[config.mk]
export PLATFORM = sky130hd
export DESIGN_NAME = sisc_ctrl_fsm
export DESIGN_NICKNAME = d
export VERILOG_FILES = /design/src/rtl/sisc_pkg.sv /design/src/rtl/sisc_ctrl_dec.sv /design/src/rtl/sisc_ctrl_fsm.sv
export SDC_FILE = /design/constraint.sdc
export NUM_CORES = 1
export LEC_CHECK = 0
export CORE_MARGIN = 8
export CORE_UTILIZATION = 24
export DETAILED_ROUTE_END_ITERATION = 6
export PLACE_DENSITY = 0.88
export SLEW_MARGIN = 20
export SYNTH_ARGS = -nofsm -noshare
export SYNTH_HDL_FRONTEND = slang
export SYNTH_SLANG_ARGS = --single-unit
[constraint.sdc]
create_clock -name CLK -period 3.1 [get_ports CLK]
set_input_delay 0.31 -clock CLK [delete_from_list [all_inputs] [get_ports CLK]]
set_output_delay 0.31 -clock CLK [all_outputs]
set_load 0.005 [all_outputs]
[src/rtl/sisc_pkg.sv]
// Shared definitions for the sisc control unit: opcodes, FSM states,
// PC source encodings and IR field positions.
package sisc_pkg;

  typedef enum logic [2:0] {
    S_START,
    S_FETCH,
    S_DECODE,
    S_EXECUTE,
    S_MEM,
    S_WRITEBACK,
    S_HALT
  } state_t;

  localparam logic [3:0] OP_NOP  = 4'h0;
  localparam logic [3:0] OP_ALU  = 4'h8;
  localparam logic [3:0] OP_BRR  = 4'h4;
  localparam logic [3:0] OP_BRA  = 4'h5;
  localparam logic [3:0] OP_HALT = 4'hF;

  localparam logic [1:0] PC_INC = 2'd0;
  localparam logic [1:0] PC_REL = 2'd1;
  localparam logic [1:0] PC_ABS = 2'd2;

  localparam int OP_MSB   = 31;
  localparam int OP_LSB   = 28;
  localparam int MM_MSB   = 27;
  localparam int MM_LSB   = 24;
  localparam int FUNC_MSB = 3;
  localparam int FUNC_LSB = 0;

  // A zero mask is an unconditional branch; otherwise any masked flag set.
  function automatic logic br_taken(input logic [3:0] mm, input logic [3:0] st);
    return (mm == 4'h0) || (|(st & mm));
  endfunction

endpackage

[src/rtl/sisc_ctrl_dec.sv]
// Combinational output decode of the control FSM state and the IR opcode
// fields, including the branch-taken evaluation against the ALU flags.
module sisc_ctrl_dec
  import sisc_pkg::*;
(
  input  state_t     state,
  input  logic [3:0] op,
  input  logic [3:0] mm,
  input  logic [3:0] func,
  input  logic [3:0] stat,
  output logic       ir_load,
  output logic       pc_write,
  output logic [1:0] pc_sel,
  output logic       imm_sel,
  output logic [3:0] alu_func,
  output logic       stat_en,
  output logic       rf_we,
  output logic       halted,
  output logic       taken
);

  logic w_is_branch;

  assign w_is_branch = (op == OP_BRR) || (op == OP_BRA);

  always_comb begin
    ir_load  = 1'b0;
    pc_write = 1'b0;
    pc_sel   = PC_INC;
    imm_sel  = 1'b0;
    alu_func = 4'h0;
    stat_en  = 1'b0;
    rf_we    = 1'b0;
    halted   = 1'b0;
    taken    = 1'b0;

    case (state)
      S_FETCH: begin
        ir_load  = 1'b1;
        pc_write = 1'b1;
        pc_sel   = PC_INC;
      end
      S_EXECUTE: begin
        if (op == OP_ALU) begin
          imm_sel  = mm[3];
          alu_func = func;
          stat_en  = 1'b1;
        end else if (w_is_branch && br_taken(mm, stat)) begin
          taken    = 1'b1;
          pc_write = 1'b1;
          pc_sel   = (op == OP_BRR) ? PC_REL : PC_ABS;
        end
      end
      S_WRITEBACK: begin
        // Operand select and function are held so the ALU result stays valid for the write.
        if (op == OP_ALU) begin
          rf_we    = 1'b1;
          imm_sel  = mm[3];
          alu_func = func;
        end
      end
      S_HALT: halted = 1'b1;
      default: ;
    endcase
  end

endmodule

[src/rtl/sisc_ctrl_fsm.sv]
// Multi-cycle control unit for sisc: sequences each instruction through
// fetch/decode/execute/mem/writeback and drives the datapath enables.
//
// state     | meaning
// ----------+-----------------------------------------------
// START     | idle after reset, outputs quiet
// FETCH     | load IR, advance PC by one
// DECODE    | opcode inspected, HALT diverted here
// EXECUTE   | ALU op with flag latch, or conditional branch
// MEM       | memory access slot (no enables from this block)
// WRITEBACK | register-file write for ALU ops
// HALT      | stopped until reset
module sisc_ctrl_fsm
  import sisc_pkg::*;
(
  input  logic        CLK,
  input  logic        RST_F,
  input  logic [31:0] IR,
  input  logic [3:0]  stat,
  output logic        ir_load,
  output logic        pc_write,
  output logic [1:0]  pc_sel,
  output logic        imm_sel,
  output logic [3:0]  alu_func,
  output logic        stat_en,
  output logic        rf_we,
  output logic        halted
);

  state_t     r_state;
  state_t     w_next_state;
  logic [3:0] w_op;
  logic [3:0] w_mm;
  logic [3:0] w_func;
  logic       w_taken;
  logic       w_unused;

  assign w_op     = IR[OP_MSB:OP_LSB];
  assign w_mm     = IR[MM_MSB:MM_LSB];
  assign w_func   = IR[FUNC_MSB:FUNC_LSB];
  // Register specifiers and the immediate are consumed by the datapath, not here.
  assign w_unused = ^{IR[23:4], w_taken};

  always_ff @(posedge CLK or negedge RST_F) begin
    if (!RST_F) r_state <= S_START;
    else        r_state <= w_next_state;
  end

  always_comb begin
    w_next_state = r_state;
    case (r_state)
      S_START:     w_next_state = S_FETCH;
      S_FETCH:     w_next_state = S_DECODE;
      S_DECODE:    w_next_state = (w_op == OP_HALT) ? S_HALT : S_EXECUTE;
      S_EXECUTE:   w_next_state = S_MEM;
      S_MEM:       w_next_state = S_WRITEBACK;
      S_WRITEBACK: w_next_state = S_FETCH;
      S_HALT:      w_next_state = S_HALT;
      default:     w_next_state = S_START;
    endcase
  end

  sisc_ctrl_dec u_dec (
    .state    (r_state),
    .op       (w_op),
    .mm       (w_mm),
    .func     (w_func),
    .stat     (stat),
    .ir_load  (ir_load),
    .pc_write (pc_write),
    .pc_sel   (pc_sel),
    .imm_sel  (imm_sel),
    .alu_func (alu_func),
    .stat_en  (stat_en),
    .rf_we    (rf_we),
    .halted   (halted),
    .taken    (w_taken)
  );

endmodule

Fig. 1: run 1, port wiring
Bar = 20 um.
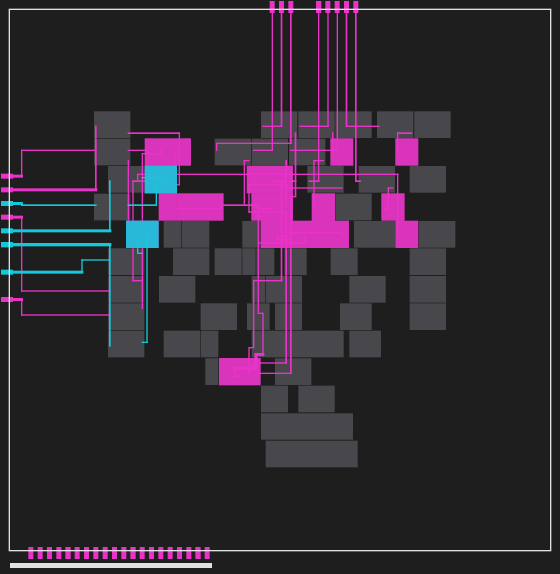
[cyan] `stat` | direction: input | end cells: 2 | buffers: 4 | wire: 72.9 um
[magenta] `IR` | direction: input | end cells: 14 | buffers: 12 | wire: 424 um

Fig. 2: run 1, the clock network
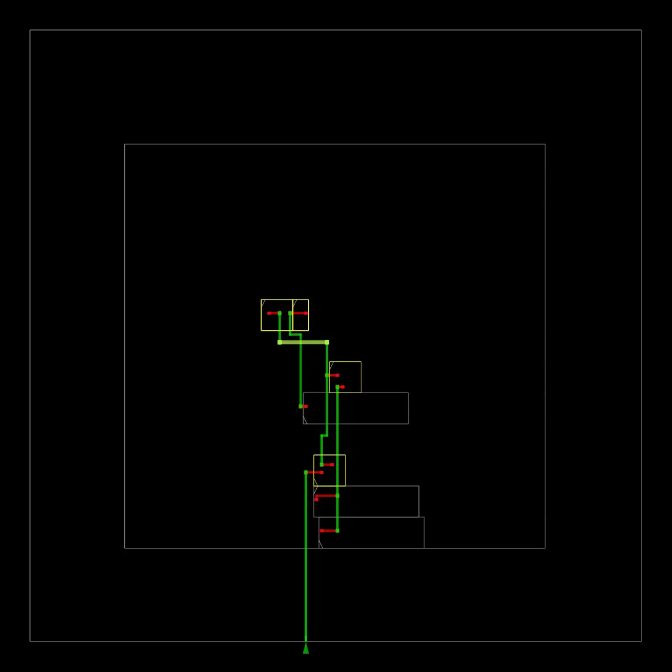
total CTS buffers: 3
Layout clock buffers: 4
clk sinks: 3
worst skew pair latency: 0.23 ns
registers: 3

Fig. 3: run 1, close-up of the layout
Bar = 10 um. Window x 12 to 42, y 12 to 42 um. Cells in gray, sequential cells in the stronger gray; small squares are vias.
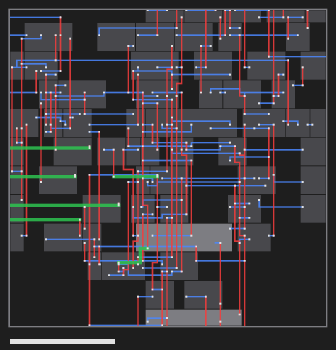
[red] M2
[green] M3
[blue] M1
most frequent: clkdlybuf4s50_1 (15), and2_1 (5), clkbuf_4 (3)
cells with their middle in the window: 51
netlist names of flops here include: `r_state` (2)
sequential cells in the window: 2

-- run 1: cell type report --
type                       instances  area [um^2]
clock buffer                       4         26.3
multi-input combinational         30          251
tap                               15         18.8
fill                             142          639
timing repair buffer              29          290
sequential                         3         75.1
-- run 1: through the flow --
stage	std cells	instance area, um^2	hold WS, ns
after global placement	77	636	0.499
after detailed placement	77	636	0.502
after global routing	81	662	0.255
after CTS	81	662	0.255
final	81	662	0.257
after floorplan	34	338	0.0144
-- run 1: worst min-delay path by stage --
| stage | to | slack (ns) | depth (start not counted) |
|---|---|---|---|
| global route | r_state[0] | 0.25 | 1 |
| global placement | r_state[1] | 0.50 | 1 |
| detailed placement | r_state[2] | 0.50 | 1 |
| CTS | r_state[2] | 0.26 | 1 |
| floorplan | r_state[0] | 0.01 | 0 |
| finish | r_state[2] | 0.26 | 1 |
-- run 1: cells in the final DEF, fill, tap and decap left out, types with 2 or more instances in the layout --
master and n:
nor3b_2 2, and2_1 5, clkdlybuf4s50_1 29, a21oi_1 2
a41o_2 2, a22o_1 2, dfrtp_1 3, clkbuf_4 3
mux2i_1 2, nor3_1 2
-- run 1: logic make-up after synthesis --
family	Yosys count	share of synthesized area
mux	2	0.0593
compound gates	7	0.170
buf+inv	1	0.0333
xor+xnor	1	0.0259
simple gates	20	0.489
flops	3	0.222
-- run 1: report_power, final --
group / total [mW] / internal, mW / switching, mW
Clock: 0.0686 / 0.0483 / 0.0204
Combinational: 0.160 / 0.102 / 0.0581
Sequential: 0.102 / 0.0591 / 0.0432
Total: 0.331 / 0.209 / 0.122
-- run 1: layer usage --
layer  vias to the layer above  track usage  wire, um  share of wire
li1                        196            -         -              -
met1                       183       0.0767       407           0.34
met2                        20        0.152       637           0.53
met3                         0       0.0364       150           0.13
met4                         0       0.0504         0              0
met5                         -            0         0              0
==> GITHUB_STEP_SUMMARY, run 1 <==
## Implementation flow summary

| Metric | Value |
|---|---|
| CTS max path bufs | `2` |
| Fin Clk Skew | `between 0.0008 and 0.0009 ns` |
| Initial antenna violation count | `0` |
| Routed vias | `between 300 and 400` |
| Crit Path Category | `in -> out` |
| TritonCTS clock tree | `built` |
| Post-CTS Resized | `0` |
| Avg WL per Cell | `14.8 um` |
| Top-count cell post-synth | `and2_1` |
| Syn nets | `between 70 and 80` |
| Yosys cell count | `34` |
| CP Data Arrival Time | `2.01 ns` |
| GPL Wtd Cong | `between 0.7 and 0.8` |
| Vias in the first global route | `around 420` |
| CP Cell Sequence | `clkdlybuf4s50_1 > nor4b_4 > and3_4 > and2_1 > clkdlybuf4s50_1` |
| Cells after Synth | `34` |
| Synth Seq Share | `0.222` |
| Fin worst setup slack | `0.775 ns` |
| Number of max-cap violations | `0` |
| # IOs | `approximately 50` |
| Max FFs per register | `3` |
| Synth area leader | `dfrtp_1` |
| Hold Crit Class | `in -> async` |
| Antenna-violating nets left | `0` |
| Worst stage delay on the critical path | `0.51 ns` |
| CP max FO | `5` |
| CP startpoint kind | `input port` |
| Final setup viols | `0` |
| Worst r2r src | `r_state[0]` |
| DIE HEIGHT | `53.5 um` |
| Synth async-reset ratio | `1.00` |
| Fin. max-slew vios | `0` |
| Largest net degree at the start of global routing | `11` |
| FP Core Util | `0.260` |
| Iteration count of the initial detailed-routing pass | `2` |
| Most flop-heavy register | `r_state` |
| Reg2reg path depth | `3` |
| Most used cell, CP | `clkdlybuf4s50_1` |
| Leak pwr | `between 0.2 and 0.3 nW` |
| Final Util | `0.509` |
| Final hold vios | `0` |
| Fin nets | `around 110` |
| Final Routed Wirelength | `1200 um` |
| R2r endpoint | `r_state[2]` |
| Port Buf Inserts | `29` |
| Synth unique cells | `22` |
| Warnings from Yosys | `0` |
| Post-route DRC | `0` |
| Gr usage total | `0.0844` |
| Warning total across the stage logs | `approximately 46` |
| PD cells | `roughly 500 nW/um^2` |
| Site row count | `13` |
| Dominant register cell | `dfrtp_1` |
| First DRT Iteration DRCs | `7` |
| Clock transition at path regs | `roughly 0.040 ns` |
| Yosys stat area | `338 um^2` |
| Number of flops mapped to enable cells by yosys | `0` |
| Remaining Overflow, GRT | `0` |
| Full die area | `~2900 um^2` |
| Global-route wire length before repair | `1810 um` |
| Minimum clock period | `2.32 ns` |
| CP endpoint kind | `output port` |
| Cell area leaders | `dfrtp_1, and2_1, nor3b_2, nor4b_4, a41o_2` |
| DP Worst Slack | `0.760 ns` |
| Crit path required time | `2.79 ns` |
| Die X | `roughly 54 um` |
| Outcome | `completed` |
| FF-to-FF setup slack | `roughly 2.1 ns` |
| Tcrit/Tclk final | `0.750` |
| DP HPWL | `a little over 1000 um` |
| ANT cells | `0` |
| Levels on crit path | `5` |
| CP max-delay cell | `clkdlybuf4s50_1` |
| Postcts setup bufs | `0` |
| Leading registers by flop count | `r_state: 3 flops` |
| Ys flops | `3` |
| Max Freq | `roughly 430 MHz` |
| Synthesized area per cell | `between 9 and 10 um^2` |
| Core Footprint | `roughly 1300 um^2` |
| Max_slew headroom | `0.787` |
| Root buffer cell | `clkbuf_4` |
| Max VDD drop | `0.337 mV` |
| Unrepaired setup endpoints after global routing | `false` |
| Worst path top cell family by delay | `buffers and inverters` |
| H-Tree Depth | `1` |
| Least-Margin Pin Slew | `between 0.3 and 0.4 ns` |
| Total negative slack | `0 ns` |
| Vias per inst | `a little under 5` |
| Syn-to-layout area delta | `95.9%` |
| Worst setup path end | `alu_func[1]` |
| Overall power | `around 0.33 mW` |
| Post-synthesis cell area | `roughly 340 um^2` |
| Top-area cell share | `0.222` |
| Share of post-route cells with drive strength above 1 | `0.167` |
| Crit. Startpoint | `IR[30]` |
| Cts hold-fix bufs | `0` |
| Top cells by count | `and2_1, dfrtp_1` |
| Buffers & Inverters on Critical Path | `2` |
--- run 2 (diff from run 1) ---
CORE_UTILIZATION = 22   (was 24)
PLACE_DENSITY = 0.82   (was 0.88)
clock period = 2.3 ns   (was 3.1 ns; I/O delays follow)
==> run 2 against run 1 <==
Flip-flop count stayed put. Die area is 6.3% higher. Total power is 34% higher. Cell count is 1.2% higher. Clock-buffer cell count stayed put. Non-clock buffer count stayed put. Routed wire length is 6.9% lower. Sequential share of layout area hardly changed. Utilization is 5.8 points lower. Cell area is 0.19% higher. Sequential power is 36% higher. Clock power is 36% higher. Largest cell class unchanged. Largest power group unchanged. Highest routed layer unchanged.
==> GITHUB_STEP_SUMMARY, run 2 <==
## Implementation flow summary

| Metric | Value |
|---|---|
| Outcome | `completed` |
| Largest net degree at the start of global routing | `11` |
| ANT cells | `0` |
| CP max-delay cell | `clkdlybuf4s50_1` |
| Avg WL per Cell | `approximately 14 um` |
| Logic area | `approximately 250 um^2` |
| Ys flops | `3` |
| Warning total across the stage logs | `46` |
| CP max FO | `5` |
| Design area | `663 um^2` |
| R2r endpoint | `r_state[2]` |
| CP startpoint kind | `input port` |
| Vias per inst | `4.67` |
| Warnings from Yosys | `0` |
| Levels on crit path | `5` |
| Worst skew pair latency | `0.23 ns` |
| Hold Crit Class | `in -> async` |
| Worst stage delay on the critical path | `just over 0.5 ns` |
| Cts hold-fix bufs | `0` |
| Share of post-route cells with drive strength above 1 | `0.167` |
| Synth Seq Share | `0.222` |
| DIE HEIGHT | `55.2 um` |
| Clock transition at path regs | `about 0.040 ns` |
| Crit. Startpoint | `IR[29]` |
| Buffers & Inverters on Critical Path | `2` |
| Syn-to-layout area delta | `96.3%` |
| Core Footprint | `approximately 1500 um^2` |
| Max_slew headroom | `0.791` |
| Tcrit/Tclk final | `0.938` |
| Max Freq | `around 460 MHz` |
| Final Util | `0.451` |
| DP HPWL | `between 900 and 1000 um` |
| Cells after Synth | `34` |
| Port Buf Inserts | `29` |
| Most frequent logic cell in the layout | `clkdlybuf4s50_1` |
| Fin nets | `105` |
| Number of max-cap violations | `0` |
| Total CTS buffers | `3` |
| Top-area cell share | `0.222` |
| Clk sinks | `3` |
| Top cells excl fill/tap | `clkdlybuf4s50_1, and2_1, clkbuf_4, dfrtp_1` |
| Global-route wire length before repair | `between 1500 and 2000 um` |
| Worst path top cell family by delay | `buffers and inverters` |
| Leak pwr | `about 0.26 nW` |
| Full die area | `slightly above 3000 um^2` |
| Iteration count of the initial detailed-routing pass | `2` |
| Number of flops mapped to enable cells by yosys | `0` |
| Post-route DRC | `0` |
| CP Cell Sequence | `clkdlybuf4s50_1 > nor4b_4 > and3_4 > and2_1 > clkdlybuf4s50_1` |
| CP Data Arrival Time | `1.93 ns` |
| Least-Margin Pin Slew | `0.314 ns` |
| Fillers | `~160` |
| Placed instance area | `approximately 640 um^2` |
| # IOs | `50` |
| Post-CTS Resized | `0` |
| Vias in the first global route | `approximately 400` |
| Fin Clk Skew | `roughly 0.0035 ns` |
| Total negative slack | `0 ns` |
| Top-count cell post-synth | `and2_1` |
| Remaining Overflow, GRT | `0` |
| Site row count | `14` |
| CP endpoint kind | `output port` |
| Routed vias | `between 300 and 400` |
| Antenna-violating nets left | `0` |
| CTS max path bufs | `2` |
| Die X | `roughly 55 um` |
| Dominant register cell | `dfrtp_1` |
| Fin. max-slew vios | `0` |
| Synthesized area per cell | `roughly 9.9 um^2` |
| Overall power | `roughly 0.44 mW` |
| Final hold vios | `0` |
| PD cells | `668 nW/um^2` |
| Syn nets | `72` |
| TritonCTS clock tree | `built` |
| Flop area | `between 70 and 80 um^2` |
| Yosys cell count | `34` |
| Top cells by count | `and2_1, dfrtp_1` |
| Yosys stat area | `around 340 um^2` |
## run 2: worst min-delay path by stage
stage | start | to | cells past startpoint
floorplan | RST_F | r_state[0] | 0
global placement | RST_F | r_state[1] | 1
detailed placement | RST_F | r_state[1] | 1
CTS | RST_F | r_state[2] | 1
global route | RST_F | r_state[2] | 1
finish | RST_F | r_state[2] | 1
## run 2: worst reg2reg max path, cell delays in order, from the launching register on
cell and delay [ns]:
dfrtp_1 0.45, a41o_2 0.27, nand2_1 0.06, mux2i_1 0.06
## run 2: cells by family (layout without fill, tap and decap cells)
logic type      Yosys count  after routing  share of synthesized area
flops                     3              3                      0.222
mux                       2              2                     0.0593
compound gates            7              7                      0.170
xor+xnor                  1              1                     0.0259
buf+inv                   1             33                     0.0333
simple gates             20             20                      0.489
## run 2: cell type report
| class | count | area share |
|---|---|---|
| sequential | 3 | 0.113 |
| multi-input combinational | 30 | 0.379 |
| clock buffer | 4 | 0.0396 |
| tap | 16 | 0.0302 |
| timing repair buffer | 29 | 0.438 |
## run 2: where the power goes
part / internal [mW] / total (mW) / switching (mW)
Clock: 0.0650 / 0.0930 / 0.0279
Sequential: 0.0797 / 0.139 / 0.0594
Combinational: 0.137 / 0.211 / 0.0739
Total: 0.281 / 0.443 / 0.161
## run 2: through the flow
stage | cells | setup slack, ns
finish | 82 | 0.142
global placement | 78 | 0.162
floorplan | 34 | 1.12
detailed placement | 78 | 0.117
CTS | 82 | 0.119
global route | 82 | 0.0422
## run 2: layer usage
| metal | up-vias | part of all wire | track usage |
|---|---|---|---|
| met1 | 176 | 0.38 | 0.0824 |
| met2 | 12 | 0.56 | 0.123 |
| met5 | - | 0 | 0 |
| li1 | 195 | - | - |
| met3 | 0 | 0.062 | 0.0294 |
| met4 | 0 | 0 | 0.0600 |
Fig. 4: run 2, port wiring
Bar = 20 um.
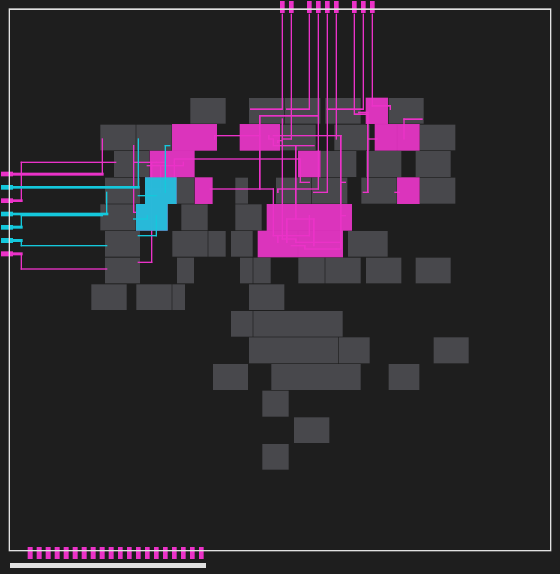
[magenta] `IR` | direction: input | end cells: 14 | buffers: 12 | wire: 335 um
[cyan] `stat` | direction: input | end cells: 2 | buffers: 4 | wire: 62.0 um

Fig. 5: run 2, close-up of the layout
Bar = 10 um. Window x 13 to 43, y 13 to 43 um. Cells in gray, sequential cells in the stronger gray; small squares are vias.
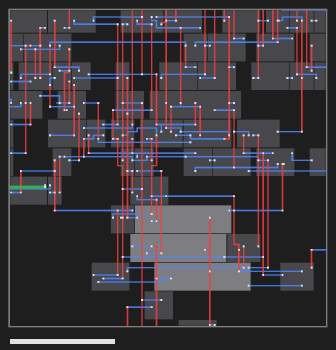
[red] M2
[green] M3
[blue] M1
sequential cells in the window: 3
cells with their middle in the window: 46
most frequent: clkdlybuf4s50_1 (11), and2_1 (4), dfrtp_1 (3)
netlist names of flops here include: `r_state` (3)

Fig. 6: run 2, metal layers overlaid
Two of the layers only.
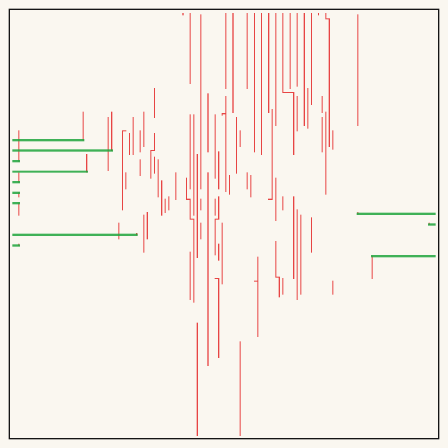
[green] M3 | wire length: 69.0 um
[red] M2 | wire length: 620 um

No activity file was given, so power comes from the tool's default toggle rates.
